Fig. 1: run 1, cell sizes after repair
Scale bar: 50 microns.
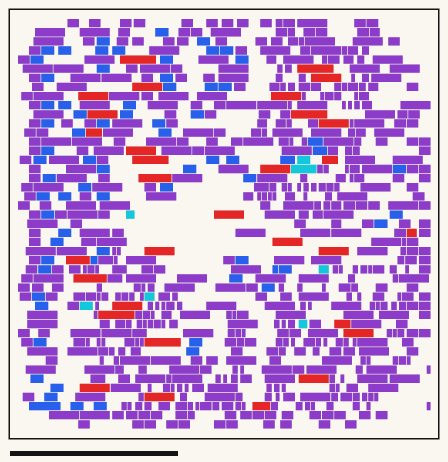
Fig. 2: run 1, clock wiring as the flow saved it
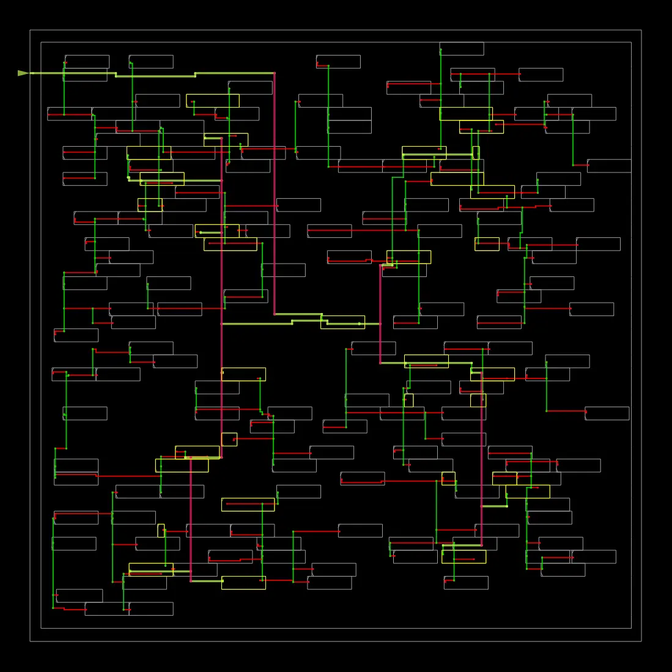
Fig. 3: run 1, zoomed window
Region (81, 17) to (111, 47) microns. Cells in gray, sequential cells in the stronger gray; small squares are vias.
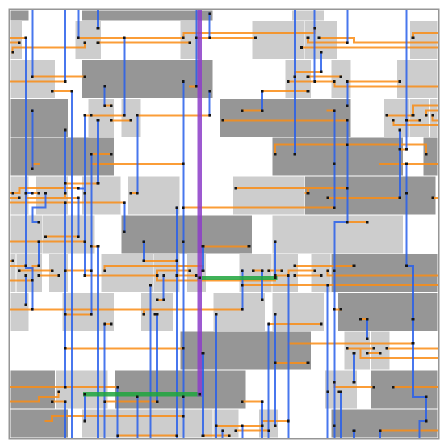
$ cat src/rtl/ifu_fetch.sv
// rtl/ifu_fetch.sv - instruction fetch unit: one word fetch per instruction, IFU->IDU valid/ready producer
module ifu_fetch #(
   parameter logic [31:0] RESET_PC     = 32'h8000_0000,
   parameter int          RESP_TIMEOUT = 255
) (
   input  logic        clk,
   input  logic        rst,
   output logic        mem_req_valid,
   input  logic        mem_req_ready,
   output logic [31:0] mem_req_addr,
   input  logic        mem_resp_valid,
   input  logic [31:0] mem_resp_data,
   input  logic        mem_resp_err,
   output logic        ifu_valid,
   output logic [63:0] ifu_data,
   output logic        ifu_fault,
   input  logic        idu_ready,
   input  logic        pc_update_valid,
   input  logic [31:0] pc_update,
   output logic        ifu_timeout,
   output logic [31:0] fetch_count
);

   localparam int CW = $clog2(RESP_TIMEOUT + 1);
   localparam logic [CW-1:0] TO_MAX  = CW'(RESP_TIMEOUT);
   localparam logic [CW-1:0] TO_LAST = CW'(RESP_TIMEOUT - 1);

   typedef enum logic [1:0] {S_REQ, S_WAIT_RESP, S_HOLD, S_WAIT_PC} state_t;

   state_t        state;
   logic [31:0]   pc;
   logic [CW-1:0] to_cnt;

   // Handshake outputs decode straight from the state register, so ifu_valid never sees idu_ready.
   assign mem_req_valid = (state == S_REQ);
   assign ifu_valid     = (state == S_HOLD);
   assign mem_req_addr  = {pc[31:2], 2'b00};

   always_ff @(posedge clk or posedge rst) begin
      if (rst) begin
         state       <= S_REQ;
         pc          <= RESET_PC;
         ifu_data    <= 64'h0;
         ifu_fault   <= 1'b0;
         ifu_timeout <= 1'b0;
         fetch_count <= 32'h0;
         to_cnt      <= '0;
      end else begin
         case (state)
            S_REQ: begin
               // Any response arriving here is stale (e.g. from before a reset) and is dropped.
               if (mem_req_ready) begin
                  state  <= S_WAIT_RESP;
                  to_cnt <= '0;
               end
            end
            S_WAIT_RESP: begin
               if (mem_resp_valid) begin
                  ifu_data  <= {(mem_resp_err ? 32'h0 : mem_resp_data), pc};
                  ifu_fault <= mem_resp_err | (pc[1:0] != 2'b00);
                  state     <= S_HOLD;
               end else begin
                  if (to_cnt != TO_MAX) to_cnt <= to_cnt + 1'b1;
                  if (to_cnt == TO_LAST) ifu_timeout <= 1'b1;
               end
            end
            S_HOLD: begin
               if (idu_ready) begin
                  state       <= S_WAIT_PC;
                  fetch_count <= fetch_count + 32'd1;
               end
            end
            S_WAIT_PC: begin
               if (pc_update_valid) begin
                  pc    <= pc_update;
                  state <= S_REQ;
               end
            end
            default: state <= S_REQ;
         endcase
      end
   end

endmodule

$ cat config.mk
export PLATFORM = sky130hd
export DESIGN_NAME = ifu_fetch
export DESIGN_NICKNAME = d
export VERILOG_FILES = /design/src/rtl/ifu_fetch.sv
export SDC_FILE = /design/constraint.sdc
export NUM_CORES = 1
export LEC_CHECK = 0
export CAP_MARGIN = 40
export CORE_MARGIN = 2
export CORE_UTILIZATION = 40
export CTS_CLUSTER_DIAMETER = 60
export DETAILED_ROUTE_END_ITERATION = 7
export GPL_ROUTABILITY_DRIVEN = 0
export PLACE_DENSITY_LB_ADDON = 0.12
export SETUP_SLACK_MARGIN = 0.1
export SLEW_MARGIN = 20
export SYNTH_ARGS = -nofsm -noshare
export SYNTH_HDL_FRONTEND = slang
export SYNTH_SLANG_ARGS = --single-unit
export TNS_END_PERCENT = 10
$ cat constraint.sdc
create_clock -name clk -period 12.05 [get_ports clk]
set_clock_uncertainty 0.1 [all_clocks]
set_input_delay 2.41 -clock clk [delete_from_list [all_inputs] [get_ports clk]]
set_output_delay 2.41 -clock clk [all_outputs]
set_load 0.01 [all_outputs]
==> run notes, run 1 <==
Implementation results are summarized by area below.

Run status
The run finished with clean final reports.

Placement
Port buffering added 200 buffers. The number of placed instances, taps included, is 859. Before CTS, the worst setup slack after placement is between 7000 and 8000 ps.

Min path
Looking at hold timing, the worst path starts from ifu_timeout$_DFFE_PP0P_. The most critical min-delay path falls under flop to flop.

Route
The met3 wire length is around 880 microns. After the first detailed-routing iteration, the DRC count stood at around 230. The routed layout has around 4,400 vias. The number of routed nets with antenna violations is 0.

Finish
The flip-flop and latch area is approximately 3500 sq um. The finished layout holds between 800 and 900 standard cells, fillers aside. The data-path buffer share of cell area in the final layout is between 20% and 30%. The area occupied by multi-input gates is between 2000 and 2500 sq um. The leading cell category by total area is flip-flops and latches.

Setup path
The category of the critical setup timing path is flop to primary output. The flop-to-flop setup slack is 9620 ps. In this run the worst path has a maximum fanout of 6.

The timing startpoint of the critical path is state[0]$_DFFE_PP0P_. The library cell contributing the largest single delay on the critical path is sky130_fd_sc_hd__clkdlybuf4s50_1. On the critical path the largest part of the delay comes from buffers and inverters.

Timing
Measured against its own limit, the worst slew margin works out to between 40% and 50%. From the final report, the count of setup violators was given as 0.

Clocking
The post-cts repair resize count is 0. For reference, the clock transition at the flip-flops on the worst setup and hold paths is 60 ps. The number of buffers inserted during clock tree synthesis is 17.

Yosys
The most area-hungry cell type in the Yosys netlist is sky130_fd_sc_hd__dfrtp_1. The chip area in the Yosys report is just over 6000 sq um. Yosys reports that the leading cell type by area covers 56.9% of the netlist area.

Global route
The first-pass GRT wire length is about 23,000 microns. Per the GRT congestion report, total overflow comes to 0. The met1 track demand over resource in global routing is between 20% and 30%.

Pwr
In the power breakdown, the biggest contributor is combinational cells.

Die
According to the floorplan report, the die height is approximately 130 microns. The core region is 15,100 sq um.
About Fig. 1:
purple -> x1 and smaller  # cells 593, share 84%
blue -> x2  # cells 72, share 10%
red -> x6 and larger  # cells 31, share 4.4%
cyan -> x3 and x4  # cells 7, share 1.0%
Synth-to-Final Area Change: 44.6%
setup ws final: 7700 ps
total of plain and repair buffers excluding clock buffers: 205

About Fig. 2:
CLK BUF: 22
Flops: 140

About Fig. 3:
blue -> M2
orange -> M1
green -> M3
purple -> M4
netlist names of flops here include = `ifu_data` (12)
cells with their middle in the window = 53
sequential cells in the window = 12
most frequent = dfrtp_1 (12), clkdlybuf4s50_1 (12), nand2_1 (10)

-- run 1: synth_stat cells (2+ instances only) --
master,n
sky130_fd_sc_hd__a21oi_1,4
sky130_fd_sc_hd__and2_1,2
sky130_fd_sc_hd__and3_1,8
sky130_fd_sc_hd__buf_1,4
sky130_fd_sc_hd__buf_4,32
sky130_fd_sc_hd__clkbuf_1,14
sky130_fd_sc_hd__dfrtp_1,139
sky130_fd_sc_hd__ha_1,7
sky130_fd_sc_hd__inv_1,10
sky130_fd_sc_hd__mux2_2,66
sky130_fd_sc_hd__mux2i_1,4
sky130_fd_sc_hd__nand2_1,52
sky130_fd_sc_hd__nand2b_1,34
sky130_fd_sc_hd__nand3_1,18
sky130_fd_sc_hd__nand4_1,14
sky130_fd_sc_hd__nor2_1,10
sky130_fd_sc_hd__nor3_1,6
sky130_fd_sc_hd__nor4_1,3
sky130_fd_sc_hd__nor4_2,3
sky130_fd_sc_hd__o21ai_0,34
sky130_fd_sc_hd__o41ai_1,3
sky130_fd_sc_hd__or4_1,3
sky130_fd_sc_hd__xnor2_1,24
sky130_fd_sc_hd__xor2_1,7
-- run 1: cells by family (layout without fill, tap and decap cells) --
| group | Yosys count | count (layout) | synth area share [%] |
|---|---|---|---|
| muxes | 70 | 70 | 12.8 |
| adders and majority gates | 7 | 7 | 1.43 |
| other | 1 | 2 | 0.0613 |
| and+or+nand+nor | 159 | 159 | 14.0 |
| DFF | 140 | 140 | 57.3 |
| buffers and inverters | 60 | 247 | 5.64 |
| xor gates and xnor gates | 31 | 31 | 4.44 |
| AOI/OAI and AO/OA | 47 | 47 | 4.32 |
-- run 1: state kept, by name, summed over array words and instances, names as in the netlist --
name / count
fetch_count: 32
ifu_data: 64
ifu_fault: 1
ifu_timeout: 1
pc: 32
state: 2
to_cnt: 8
--- run 2 (diff from run 1) ---
Clock period 12.05 ns to 3.9 ns, I/O delays scaled along.
Fig. 4: run 2, clock wiring as the flow saved it
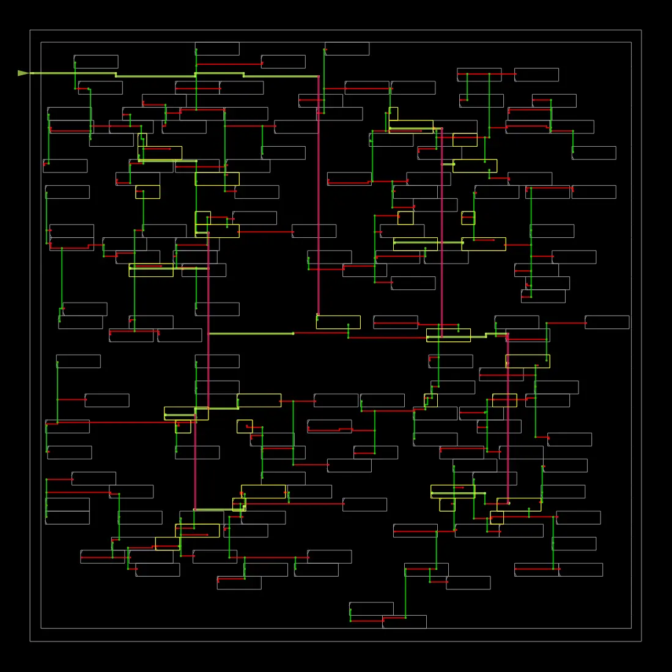
latest clock arrival within the worst-skew pair: 420 ps
TritonCTS Sinks: 140
cts bufs inserted: 17
CLK BUF: 21
clock network power: 1.51 mW

==> run notes, run 2 <==
Implementation results are summarized by area below.

Global route
met1 track demand over resource after global routing is between 20% and 30%. The leftover overflow at the end of global routing is 0. The first-pass GRT wire length is around 23,000 microns.

Route
Once detail routing completed, the nets flagged for antenna violations numbered 0. The met3 wire length is approximately 1000 microns. The routed layout has 4,404 vias. Detailed-route iteration 0 reported a violation count of between 200 and 250.

Yosys
The most area-hungry cell type in the Yosys netlist is sky130_fd_sc_hd__dfrtp_1. Summing the areas of all xor and xnor instances in the mapped netlist gives about 4.4% of the synthesized area. Per the synthesis report, the single largest cell type by area occupies 56.9% of cell area. Ranked by total cell area, the synthesized netlist is headed by sky130_fd_sc_hd__dfrtp_1, sky130_fd_sc_hd__mux2_2, sky130_fd_sc_hd__buf_4, sky130_fd_sc_hd__nand2b_1, sky130_fd_sc_hd__xnor2_1.

The chip area in the Yosys report is roughly 6100 sq um. The simple-gate share of the synthesized area is ~14%. The post-synthesis cell type with the largest instance count is sky130_fd_sc_hd__dfrtp_1. The dominant combinational cell family by area after synthesis is simple AND/OR/NAND/NOR gates. In this run, the synthesized area fraction spent on adder and majority cells is recorded as under 10%. Of the total synthesized cell area, the portion taken by AND-OR and OR-AND cells is ~4.3%. Sorting the synthesized cells by how often they occur yields sky130_fd_sc_hd__dfrtp_1, sky130_fd_sc_hd__mux2_2, sky130_fd_sc_hd__nand2_1, sky130_fd_sc_hd__nand2b_1, sky130_fd_sc_hd__o21ai_0.

Timing
The worst-case headroom to the max-slew limit is approximately 44%. The final count of pins violating max slew is 0. The post-layout worst setup margin is 1180 ps. The setup violation total in the final timing report is 0.

Placement
The worst slack at placement is between 800 and 900 ps. The number of port buffers is 200. The number of placed instances, taps included is 858.

Run status
The flow ran to the end, and the final reports show no timing, DRC or antenna violations.

Finish
The count of non-filler cells in the finished layout is about 890. The register with the most flip-flops is ifu_data. The growth of design area from synthesis to finish is 42.1%. The largest registers in the layout are ifu_data (64), fetch_count (32), pc (32).

The register with the most flip-flops in the layout has ~64 of them.

Setup path
The critical path is of the flop to primary output type. Of all nets on the critical path, the largest fanout is 6. The critical path's slowest stage uses the library cell sky130_fd_sc_hd__clkdlybuf4s50_1.

Clocking
In this run, post-CTS repair resized a total of 0 instances. After clock tree synthesis, the clock-pin slew on the worst setup and hold paths is about 60 ps. The depth of the CTS H-tree is 4.

Pwr
The power report shows net switching accounting for between 30% and 40% of the total.

Min path
The classification of the worst-slack hold path is flop to flop.

Die
The area inside the core boundary is around 15,000 sq um.
## run 2: power by group through the flow
stage                     registers (mW)  logic (mW)  clock network [mW]
after floorplan                     2.48        1.17                   0
after global placement              2.35        2.42                   0
after detailed placement            2.39        2.47                   0
after CTS                           2.37        2.48                1.55
after global routing                2.44        2.64                1.61
final                               2.36        2.44                1.51
## run 2: kinds of logic (layout without fill, tap and decap cells)
group / count (synthesis) / after routing
adders and majority gates: 7 / 7
AOI/OAI and AO/OA: 47 / 47
and+or+nand+nor: 159 / 159
muxes: 70 / 70
buffers and inverters: 60 / 246
other: 1 / 2
DFF: 140 / 140
xor gates and xnor gates: 31 / 31
## run 2: path summary, 6_finish.rpt
path,slack [ps],cells after the start,from,to
hold reg to reg,370,1,fetch_count[31]$_DFFE_PP0P_,fetch_count[31]$_DFFE_PP0P_
setup reg to reg,1470,6,state[0]$_DFFE_PP0P_,fetch_count[18]$_DFFE_PP0P_
setup / recovery,1180,3,state[0]$_DFFE_PP0P_,ifu_valid
max in group asynchronous,2300,3,rst,to_cnt[0]$_DFFE_PP0P_
hold / removal,370,1,fetch_count[31]$_DFFE_PP0P_,fetch_count[31]$_DFFE_PP0P_
min in group asynchronous,820,3,rst,ifu_data[54]$_DFFE_PP0P_
## run 2: layout make-up
cell class	count	area [sq um]	share of cell area, %
Sequential cell	140	3500	40.3
Multi-Input combinational cell	316	2280	26.2
Timing Repair Buffer	204	2070	23.8
Clock buffer	21	480	5.52
Tap cell	188	235	2.70
Clock inverter	11	83.8	0.964
Inverter	10	41.3	0.475
## run 2: worst max-delay path: cells and delay by family (launching register included)
family / cells / cell delay (ps)
flip-flops: 1 / 400
adder cells (fa/ha/maj): 1 / 300
buffers and inverters: 2 / 720
--- run 3 (diff from run 2) ---
Clock period 3.9 ns to 2.26 ns, I/O delays scaled along.
Fig. 5: run 3, cell sizes after repair
Scale bar: 50 microns.
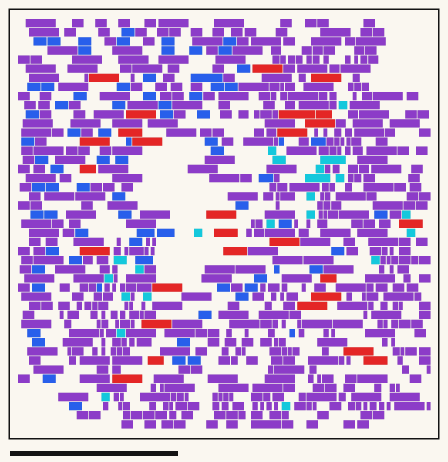
purple -> x1 and smaller  # cells 593, share 82%
blue -> x2  # cells 77, share 11%
red -> x6 and larger  # cells 27, share 3.8%
cyan -> x3 and x4  # cells 22, share 3.1%

==> run notes, run 3 <==
Implementation results are summarized by area below.

Route
The number of routed nets with antenna violations is 0. The total vias in the final route is about 4,400. The starting DRC count in detailed routing is 214. The met3 wire length is between 900 and 1000 microns.

Yosys
The post-synthesis cell type with the largest instance count is sky130_fd_sc_hd__dfrtp_1. After synthesis, the cell types taking the most area are sky130_fd_sc_hd__dfrtp_1, sky130_fd_sc_hd__mux2_2, sky130_fd_sc_hd__buf_4, sky130_fd_sc_hd__nand2b_1, sky130_fd_sc_hd__xnor2_1. Summed over all instances, the cell type with the most area after synthesis is sky130_fd_sc_hd__dfrtp_1. The chip area in the Yosys report is about 6100 sq um. In the synthesized netlist, the cells that appear most often are sky130_fd_sc_hd__dfrtp_1, sky130_fd_sc_hd__mux2_2, sky130_fd_sc_hd__nand2_1, sky130_fd_sc_hd__nand2b_1, sky130_fd_sc_hd__o21ai_0.

The share of synthesized area in the top cell type comes to 56.9%.

Finish
The register with the most flip-flops is ifu_data. The growth of design area from synthesis to finish is 44.7%. The count of non-filler cells in the finished layout is slightly above 900.

Across the whole layout, storage elements account for ~3500 sq um. The register with the most flip-flops in the layout has approximately 64 of them. In the final layout, the registers with the most flip-flops are ifu_data (64), fetch_count (32), pc (32). The area occupied by multi-input gates is roughly 2300 sq um.

Setup path
The highest net fanout along the worst path is 5. In this design, the largest share of critical-path delay is due to buffers and inverters. The number of buffers and inverters on the critical path is 3. The category of the critical setup timing path is flop to primary output.

Run status
The flow ran to the end, and the final reports show no timing, DRC or antenna violations.

Placement
The count of buffers added on input and output ports is roughly 200. In this run, placement finished with an instance count of a little under 900. Prior to clock tree synthesis, the placed netlist has a worst setup slack of -219 ps.

Global route
The leftover overflow at the end of global routing is 0. The met1 track demand over resource in global routing is around a quarter. The first global-routing pass estimated roughly 23,000 microns of wire.

Die
According to the floorplan report, the placeable core area is approximately 15,000 sq um.

Clocking
The number of buffers inserted during clock tree synthesis is 17. The clock slew at the register clock pins of the worst setup and hold paths is about 50 ps. CTS built an H-tree with a depth of 4. The source-to-sink clock delay at the later pin of the worst-skew pair is roughly 400 ps. The number of clock sinks seen by CTS is between 100 and 150.

Timing
After layout, the worst setup slack is 132 ps. In the final report, the number of pins over their slew limit comes to 0. The worst-case headroom to the max-slew limit is between 50 and 60%. The final timing report counts setup violations totalling 0.
-- run 3: cell counts after synthesis --
Identical to the previous run, type by type.
-- run 3: what timing repair did --
action	in CTS	in global routing
setup endpoints to repair	4	10
pin swaps	0	1
resized	3	3
setup buffers	0	0
cloned	0	0
hold buffers	0	0
-- run 3: final cells by class --
cell class	count	share of cell area [%]
multi-input combinational	316	25.9
inverter	10	0.466
timing repair buffer	221	25.1
sequential	140	39.6
clock buffer	25	5.60
clock inverter	7	0.707
tap	188	2.66
-- run 3: power breakdown --
group          internal [mW]  total [mW]  switching (mW)
Combinational           2.60        4.35            1.75
Sequential              3.47        4.07           0.597
Clock                   1.62        2.61           0.991
-- run 3: logic make-up (layout without fill, tap and decap cells) --
kind of cell	Yosys count	in the layout	synth area share, %
flip-flops	140	140	57.3
multiplexers	70	70	12.8
AND-OR/OR-AND	47	47	4.32
other	1	2	0.0613
XOR/XNOR	31	31	4.44
adder cells (fa/ha/maj)	7	7	1.43
buffers and inverters	60	263	5.64
AND/OR/NAND/NOR	159	159	14.0
-- run 3: worst paths after layout --
kind	slack [ps]	to	cells after the start	from
worst max-delay path	130	ifu_valid	4	state[0]$_DFFE_PP0P_
worst max register to register	140	to_cnt[7]$_DFFE_PP0P_	6	state[0]$_DFFE_PP0P_
worst min-delay path	370	fetch_count[31]$_DFFE_PP0P_	1	fetch_count[31]$_DFFE_PP0P_
min in group asynchronous	430	ifu_data[28]$_DFFE_PP0P_	3	rst
worst min register to register	370	fetch_count[31]$_DFFE_PP0P_	1	fetch_count[31]$_DFFE_PP0P_
max in group asynchronous	1120	pc[19]$_DFFE_PP0P_	3	rst
Power is estimated from default activity; no workload was simulated.
